==> run_1/clock_wires.png <==
Drawn at 6 px/um.
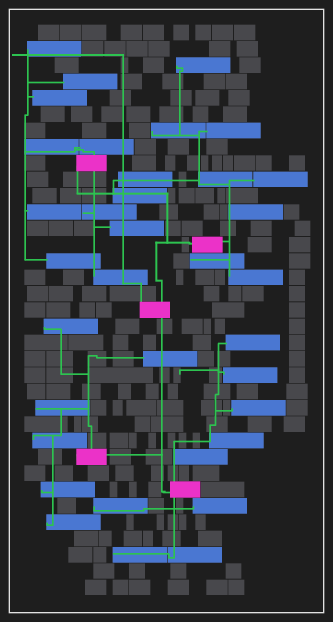
==> run_1/congestion_map.png <==
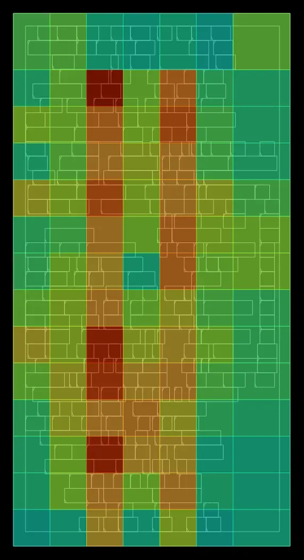
==> run_1/gates.png <==
Drawn at 4 px/um.
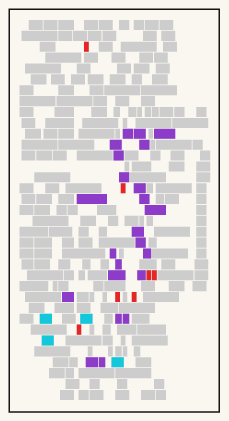
$ cat src/rtl/dp_pkg.sv
// Shared types and widths for the 8-bit, 16-register datapath sequencer.
// Holds the instruction layout, class encodings and the control FSM states.
package dp_pkg;

   localparam int unsigned PC_W       = 8;
   localparam int unsigned INSTR_W    = 20;
   localparam int unsigned REG_ADDR_W = 4;
   localparam int unsigned DATA_W     = 8;
   localparam int unsigned OPC_W      = 4;
   localparam int unsigned CLS_W      = 4;

   // Instruction classes; 7..E are undefined and decode as illegal.
   typedef enum logic [CLS_W-1:0] {
      CLS_NOP  = 4'h0,
      CLS_ALU  = 4'h1,
      CLS_LDI  = 4'h2,
      CLS_JMP  = 4'h3,
      CLS_BRZ  = 4'h4,
      CLS_BRC  = 4'h5,
      CLS_CMP  = 4'h6,
      CLS_HALT = 4'hF
   } cls_e;

   typedef enum logic [1:0] {
      ST_IDLE  = 2'd0,
      ST_FETCH = 2'd1,
      ST_EXEC  = 2'd2,
      ST_HALT  = 2'd3
   } state_e;

   // Field layout, MSB first: [19:16] class, [15:12] alu_op, [11:8] rd,
   // [7:4] ra, [3:0] rb; imm8 overlays ra:rb.
   typedef struct packed {
      logic [CLS_W-1:0]      cls;
      logic [OPC_W-1:0]      alu_op;
      logic [REG_ADDR_W-1:0] rd;
      logic [REG_ADDR_W-1:0] ra;
      logic [REG_ADDR_W-1:0] rb;
   } instr_t;

   function automatic logic [DATA_W-1:0] imm8(input instr_t ir);
      return {ir.ra, ir.rb};
   endfunction

endpackage

$ cat src/rtl/dp_decode.sv
// Combinational decode of the instruction register and FSM state into the
// datapath control inputs plus branch/halt/illegal indications.
// Ports:
//   state_i, ir_i           current FSM state and instruction register
//   flag_z_i, flag_c_i      latched flags used to resolve BRZ/BRC
//   alu_en_o .. user_write_data_o   datapath controls
//   flag_upd_o              latch ALU flags at the end of this EXEC
//   branch_taken_o          next pc comes from imm8
//   halt_o, illegal_cls_o   HALT / undefined class in EXEC
module dp_decode
   import dp_pkg::*;
(
   input  logic [1:0]            state_i,
   input  logic [INSTR_W-1:0]    ir_i,
   input  logic                  flag_z_i,
   input  logic                  flag_c_i,
   output logic                  alu_en_o,
   output logic [OPC_W-1:0]      alu_opcode_o,
   output logic [REG_ADDR_W-1:0] ra_addr_o,
   output logic [REG_ADDR_W-1:0] rb_addr_o,
   output logic [REG_ADDR_W-1:0] write_addr_o,
   output logic                  write_en_o,
   output logic [DATA_W-1:0]     user_write_data_o,
   output logic                  flag_upd_o,
   output logic                  branch_taken_o,
   output logic                  halt_o,
   output logic                  illegal_cls_o
);

   instr_t ir;
   assign ir = instr_t'(ir_i);

   // Field outputs follow the IR directly; only the strobes depend on state.
   always_comb begin
      alu_en_o          = 1'b0;
      write_en_o        = 1'b0;
      flag_upd_o        = 1'b0;
      branch_taken_o    = 1'b0;
      halt_o            = 1'b0;
      illegal_cls_o     = 1'b0;
      alu_opcode_o      = ir.alu_op;
      ra_addr_o         = ir.ra;
      rb_addr_o         = ir.rb;
      write_addr_o      = ir.rd;
      user_write_data_o = imm8(ir);
      if (state_i == ST_EXEC) begin
         case (ir.cls)
            CLS_NOP:  ;
            CLS_ALU:  begin
               alu_en_o   = 1'b1;
               write_en_o = 1'b1;
               flag_upd_o = 1'b1;
            end
            CLS_LDI:  write_en_o     = 1'b1;
            CLS_JMP:  branch_taken_o = 1'b1;
            CLS_BRZ:  branch_taken_o = flag_z_i;
            CLS_BRC:  branch_taken_o = flag_c_i;
            CLS_CMP:  flag_upd_o     = 1'b1;
            CLS_HALT: halt_o         = 1'b1;
            default:  illegal_cls_o  = 1'b1;
         endcase
      end
   end

endmodule

$ cat src/rtl/dp_sequencer.sv
// Multi-cycle control unit: fetches instructions over a req/ack port,
// executes each in one EXEC cycle and owns all datapath control inputs.
// Ports:
//   clk, rst                async active-high reset
//   start                   begin execution at address 0 (IDLE/HALT only)
//   imem_req/addr/ack/data  instruction fetch handshake
//   alu_en .. user_write_data   datapath controls (decoded from state+IR)
//   alu_zero, alu_carry     datapath flags, latched at end of ALU/CMP EXEC
//   flag_z, flag_c, pc, halted, illegal   status
module dp_sequencer
   import dp_pkg::*;
(
   input  logic                  clk,
   input  logic                  rst,
   input  logic                  start,
   output logic                  imem_req,
   output logic [PC_W-1:0]       imem_addr,
   input  logic                  imem_ack,
   input  logic [INSTR_W-1:0]    imem_data,
   output logic                  alu_en,
   output logic [OPC_W-1:0]      alu_opcode,
   output logic [REG_ADDR_W-1:0] ra_addr,
   output logic [REG_ADDR_W-1:0] rb_addr,
   output logic [REG_ADDR_W-1:0] write_addr,
   output logic                  write_en,
   output logic [DATA_W-1:0]     user_write_data,
   input  logic                  alu_zero,
   input  logic                  alu_carry,
   output logic                  flag_z,
   output logic                  flag_c,
   output logic [PC_W-1:0]       pc,
   output logic                  halted,
   output logic                  illegal
);

   state_e          state_q;
   instr_t          ir_q;
   logic [PC_W-1:0] pc_q;
   logic            imem_req_q;
   logic            flag_z_q;
   logic            flag_c_q;
   logic            halted_q;
   logic            illegal_q;

   logic            flag_upd;
   logic            branch_taken;
   logic            halt_cls;
   logic            illegal_cls;

   dp_decode u_decode (
      .state_i           (state_q),
      .ir_i              (ir_q),
      .flag_z_i          (flag_z_q),
      .flag_c_i          (flag_c_q),
      .alu_en_o          (alu_en),
      .alu_opcode_o      (alu_opcode),
      .ra_addr_o         (ra_addr),
      .rb_addr_o         (rb_addr),
      .write_addr_o      (write_addr),
      .write_en_o        (write_en),
      .user_write_data_o (user_write_data),
      .flag_upd_o        (flag_upd),
      .branch_taken_o    (branch_taken),
      .halt_o            (halt_cls),
      .illegal_cls_o     (illegal_cls)
   );

   // Control FSM, program counter and status registers.
   always_ff @(posedge clk or posedge rst) begin
      if (rst) begin
         state_q    <= ST_IDLE;
         ir_q       <= '0;
         pc_q       <= '0;
         imem_req_q <= 1'b0;
         flag_z_q   <= 1'b0;
         flag_c_q   <= 1'b0;
         halted_q   <= 1'b0;
         illegal_q  <= 1'b0;
      end else begin
         case (state_q)
            ST_IDLE: begin
               if (start) begin
                  state_q    <= ST_FETCH;
                  pc_q       <= '0;
                  imem_req_q <= 1'b1;
               end
            end
            ST_FETCH: begin
               if (imem_req_q && imem_ack) begin
                  ir_q       <= instr_t'(imem_data);
                  state_q    <= ST_EXEC;
                  imem_req_q <= 1'b0;
               end
            end
            ST_EXEC: begin
               if (flag_upd) begin
                  flag_z_q <= alu_zero;
                  flag_c_q <= alu_carry;
               end
               if (illegal_cls) begin
                  illegal_q <= 1'b1;
               end
               if (halt_cls) begin
                  state_q  <= ST_HALT;
                  halted_q <= 1'b1;
               end else begin
                  state_q    <= ST_FETCH;
                  imem_req_q <= 1'b1;
                  // pc+1 wraps naturally at 2^PC_W
                  pc_q       <= branch_taken ? PC_W'(imm8(ir_q)) : pc_q + PC_W'(1);
               end
            end
            ST_HALT: begin
               if (start) begin
                  state_q    <= ST_FETCH;
                  pc_q       <= '0;
                  imem_req_q <= 1'b1;
                  flag_z_q   <= 1'b0;
                  flag_c_q   <= 1'b0;
                  halted_q   <= 1'b0;
                  illegal_q  <= 1'b0;
               end
            end
            default: state_q <= ST_IDLE;
         endcase
      end
   end

   // pc only moves when entering FETCH, so it doubles as the fetch address.
   assign imem_req  = imem_req_q;
   assign imem_addr = pc_q;
   assign pc        = pc_q;
   assign flag_z    = flag_z_q;
   assign flag_c    = flag_c_q;
   assign halted    = halted_q;
   assign illegal   = illegal_q;

endmodule

$ cat config.mk
export PLATFORM = sky130hd
export DESIGN_NAME = dp_sequencer
export DESIGN_NICKNAME = d
export VERILOG_FILES = /design/src/rtl/dp_pkg.sv /design/src/rtl/dp_decode.sv /design/src/rtl/dp_sequencer.sv
export SDC_FILE = /design/constraint.sdc
export NUM_CORES = 1
export LEC_CHECK = 0
export CORE_ASPECT_RATIO = 2
export CORE_MARGIN = 2
export CORE_UTILIZATION = 45
export DETAILED_ROUTE_END_ITERATION = 8
export PLACE_DENSITY = 0.8
export SYNTH_ARGS = -nofsm -noshare
export SYNTH_HDL_FRONTEND = slang
export SYNTH_SLANG_ARGS = --single-unit
$ cat constraint.sdc
create_clock -name clk -period 2.1 [get_ports clk]
set_input_delay 0.525 -clock clk [delete_from_list [all_inputs] [get_ports clk]]
set_output_delay 0.525 -clock clk [all_outputs]
set_load 0.05 [all_outputs]
==> Slide: Implementation Results, run 1 <==
Run Summary

Clock network
  • Post-CTS Setup Bufs: 0
  • CTS Buffer Depth: 2

Setup path
  • Worst setup path endpoint: user_write_data[4]
  • R2r worst-path depth: 6
  • Buf/Inv on CP: 1
  • CP startpoint kind: flop
  • Critical path's top delay family: buffers and inverters
  • Setup crit end kind: output pin

Die
  • Die ar.: approximately 5200 um^2

Logic synthesis
  • Ys cells: between 150 and 200
  • Seq/Total Area, Yosys: between 40% and 50%
  • Synth Instances: around 190
  • Synth flops: 35

STA
  • Post-layout period usage: roughly 100%
  • Setup TNS Final: 0 ps
  • Final WS setup: between 50 and 60 ps
  • Max Transition Viols Final: 0

Power and ir drop
  • Psw: about 260 uW
  • Cell area power density: between 400 and 500 nW/um^2
  • Pint: approximately 1100 uW
  • Net Sw Frac: 19.6%
  • Max IR drop VDD: 0.000437 V

Finish
  • Layout Nets: ~270
  • Layout cells sized above 1: between 20% and 30%

Global route
  • Global-route wire length before repair: just over 7000 um
  • Gr usage total: between 10% and 20%

Run status
  • Status: finished clean

Route
  • Number of remaining DRC errors: 0
  • Routed Wire Length: between 4000 and 5000 um
  • Initial DRT Pass Iterations: 4
  • Via/cell ratio: approximately 5.2

Worst hold path
  • Hold path start: ir_q[10]

Placed design
  • Dpl ws: 188 ps
## Picture notes: clock_wires.png
[flip-flops] blue | count: 35
[clock-net drivers] magenta | count: 5
[clock wires] green | length: 495 um
routed clock nets: 6
clk pwr: 586 uW
clock share of power: 44.1%
Clock Latency Late Sink: 290 ps
Clock Skews: 6.00 ps

## Picture notes: congestion_map.png
routed len/inst: 14.7 um
met3 Usage GRT: 4.32%

## Picture notes: gates.png
| family | color | cells |
|---|---|---|
| inv cells | red | 7 |
| aoi and oai cells | purple | 23 |
| non-inverting ao/oa cells | cyan | 4 |

-- run 1: power groups by stage --
| stage | Sequential, uW | Clock [uW] | Combinational (uW) |
|---|---|---|---|
| floorplan | 687 | 0 | 12.9 |
| global placement | 687 | 0 | 69.8 |
| detailed placement | 687 | 0 | 70.7 |
| CTS | 674 | 602 | 71.0 |
| global route | 673 | 623 | 76.7 |
| finish | 674 | 586 | 69.1 |
-- run 1: timing repair --
action                                 CTS  global route
setup endpoints to repair                2             3
gates resized                            2             3
pin swaps                                1             0
endpoints found under the hold margin    0             0
-- run 1: stage by stage --
stage               cell area [um^2]  power, uW  std cells  utilization [%]  hold WS (ps)
floorplan                       2090        700        189                -           481
global placement                2640        757        285             57.9           487
detailed placement              2640        757        285             57.9           493
CTS                             2750       1350        292             60.4           509
global route                    2760       1370        292             60.7           522
finish                          2760       1330        292             60.7           504
-- run 1: cells by family (layout without fill, tap and decap cells) --
family	Yosys count	in the layout	synth area share [%]
DFF	35	35	42.0
AOI/OAI and AO/OA	27	27	11.2
xor gates and xnor gates	2	2	0.839
muxes	32	32	16.7
buffers and inverters	47	95	16.0
and+or+nand+nor	42	42	10.9
adders and majority gates	4	4	2.40
-- run 1: routing by layer --
layer,vias up,global-route usage (%),wire length [um]
met5,-,0,0
met1,735,20.4,1540
met3,10,4.32,208
li1,729,-,-
met2,45,31.1,2450
met4,0,9.07,104
-- run 1: flip-flops by register name, summed over array words and instances (netlist names) --
register   count
imem_addr      8
ir_q          20
flag_c         1
flag_z         1
state_q        2
illegal        1
halted         1
imem_req       1
-- run 1: area by class of cell --
cell class	instances	area, um^2
Clock buffer	6	72.6
Sequential cell	35	876
Clock inverter	1	30.0
Inverter	7	26.3
Fill cell	414	1790
Timing Repair Buffer	81	791
Multi-Input combinational cell	107	898
Tap cell	55	68.8
## Run 2: what changed since run 1
- CAP_MARGIN: default -> 25
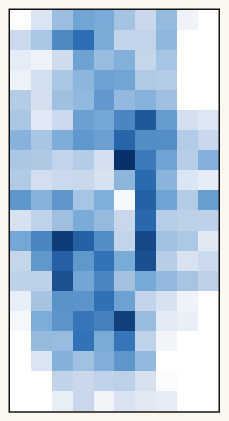
(run_2/route_heat.png)
Drawn at 4 px/um. The die is cut into 10 by 20 equal tiles; white is low, dark blue is high, scaled to the fullest tile. Values are wire area over tile area, all layers added.
fullest tile: 0.37
emptiest ninth of the die: south-east
mean over tiles: 0.13
nearly empty tiles: 14%
tiles over half the peak: 27%

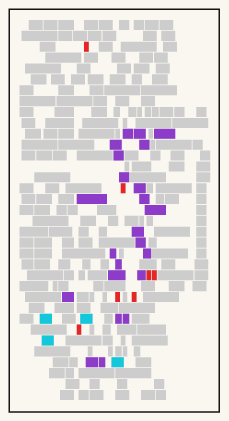
(run_2/gates.png)
Drawn at 4 px/um.
| family | color | cells |
|---|---|---|
| aoi and oai cells | purple | 23 |
| inv cells | red | 7 |
| non-inverting ao/oa cells | cyan | 4 |

==> Slide: Implementation Results, run 2 <==
Run Summary

Finish
  • Most flop-heavy register: ir_q
  • Design Area, Final: 2760 um^2 (unchanged)
  • Layout cells sized above 1: 27.4% (unchanged)
  • Number of flip-flops in the largest register: 20 (unchanged)
  • Layout Nets: 267 (unchanged)

Logic synthesis
  • Synth flops: 35 (unchanged)
  • Synth Instances: 189 (unchanged)
  • Seq/Total Area, Yosys: 42.0% (unchanged)
  • Ys cells: 189 (unchanged)

Die
  • Die ar.: 5230 um^2 (unchanged)

Clock network
  • Clock Latency Late Sink: 290 ps (about the same)

STA
  • Clock Skews: 6.00 ps (unchanged)
  • Setup TNS Final: 0 ps (unchanged)
  • Post-layout period usage: 97.3% (unchanged)

Worst hold path
  • Hold path start: ir_q[10]

Global route
  • Layer with the highest usage: met2
  • Global-route wire length before repair: 7060 um (unchanged)
  • Met2 usage: 31.1% (unchanged)
  • Met3 Usage GRT: 4.32% (unchanged)

Power and ir drop
  • Overall power: 1330 uW (unchanged)
  • Cell area power density: 481 nW/um^2 (unchanged)
  • Max IR drop VDD: 0.000437 V (unchanged)

Placed design
  • Placed cell area: 2640 um^2 (unchanged)

Route
  • Routed Wire Length: 4300 um (unchanged)
  • Routed len/inst: 14.7 um (unchanged)
  • Number of remaining DRC errors: 0 (unchanged)

Setup path
  • R2r worst-path depth: 6 (unchanged)

Run status
  • Status: finished clean
run 2: worst max path at each step:
stage                                    end  slack, ps  cells after the start
after floorplan                       alu_en         30                      3
after global placement          imem_addr[2]        200                      5
after detailed placement        imem_addr[2]        190                      5
after CTS                             flag_z         30                      1
after global routing                write_en          4                      5
final                     user_write_data[4]         60                      1
run 2: final cells by class:
type | count | area (um^2)
Tap cell | 55 | 68.8
Timing Repair Buffer | 81 | 791
Sequential cell | 35 | 876
Inverter | 7 | 26.3
Clock inverter | 1 | 30.0
Fill cell | 414 | 1790
Clock buffer | 6 | 72.6
Multi-Input combinational cell | 107 | 898
run 2: what timing repair did:
item,CTS,global route
hold endpoints to repair,0,0
cloned,0,0
buffers inserted,0,0
resized,2,3
endpoints found under the setup margin,2,3
pin swaps,1,0
run 2: layer usage:
metal	routed length, um	up-vias
li1	-	729
met1	1540	735
met2	2450	45
met3	208	10
met4	104	0
met5	0	-
run 2: report_power, final:
group | internal (uW) | switching, uW | total [uW]
Combinational | 47.1 | 22.0 | 69.1
Sequential | 674 | 0 | 674
Clock | 348 | 239 | 586
Total | 1070 | 261 | 1330
run 2: logic make-up after synthesis:
group | share of synthesized area (%)
buffers and inverters | 16.0
and+or+nand+nor | 10.9
DFF | 42.0
muxes | 16.7
AOI/OAI and AO/OA | 11.2
adders and majority gates | 2.40
xor gates and xnor gates | 0.839
run 2: through the flow:
| step | hold WS [ps] | utilization, % | std cells | setup slack, ps |
|---|---|---|---|---|
| CTS | 509 | 60.4 | 292 | 25.3 |
| global route | 522 | 60.7 | 292 | 4.22 |
| floorplan | 481 | - | 189 | 34.2 |
| detailed placement | 493 | 57.9 | 285 | 188 |
| finish | 504 | 60.7 | 292 | 55.7 |
| global placement | 487 | 57.9 | 285 | 200 |
No activity file was given, so power comes from the tool's default toggle rates.
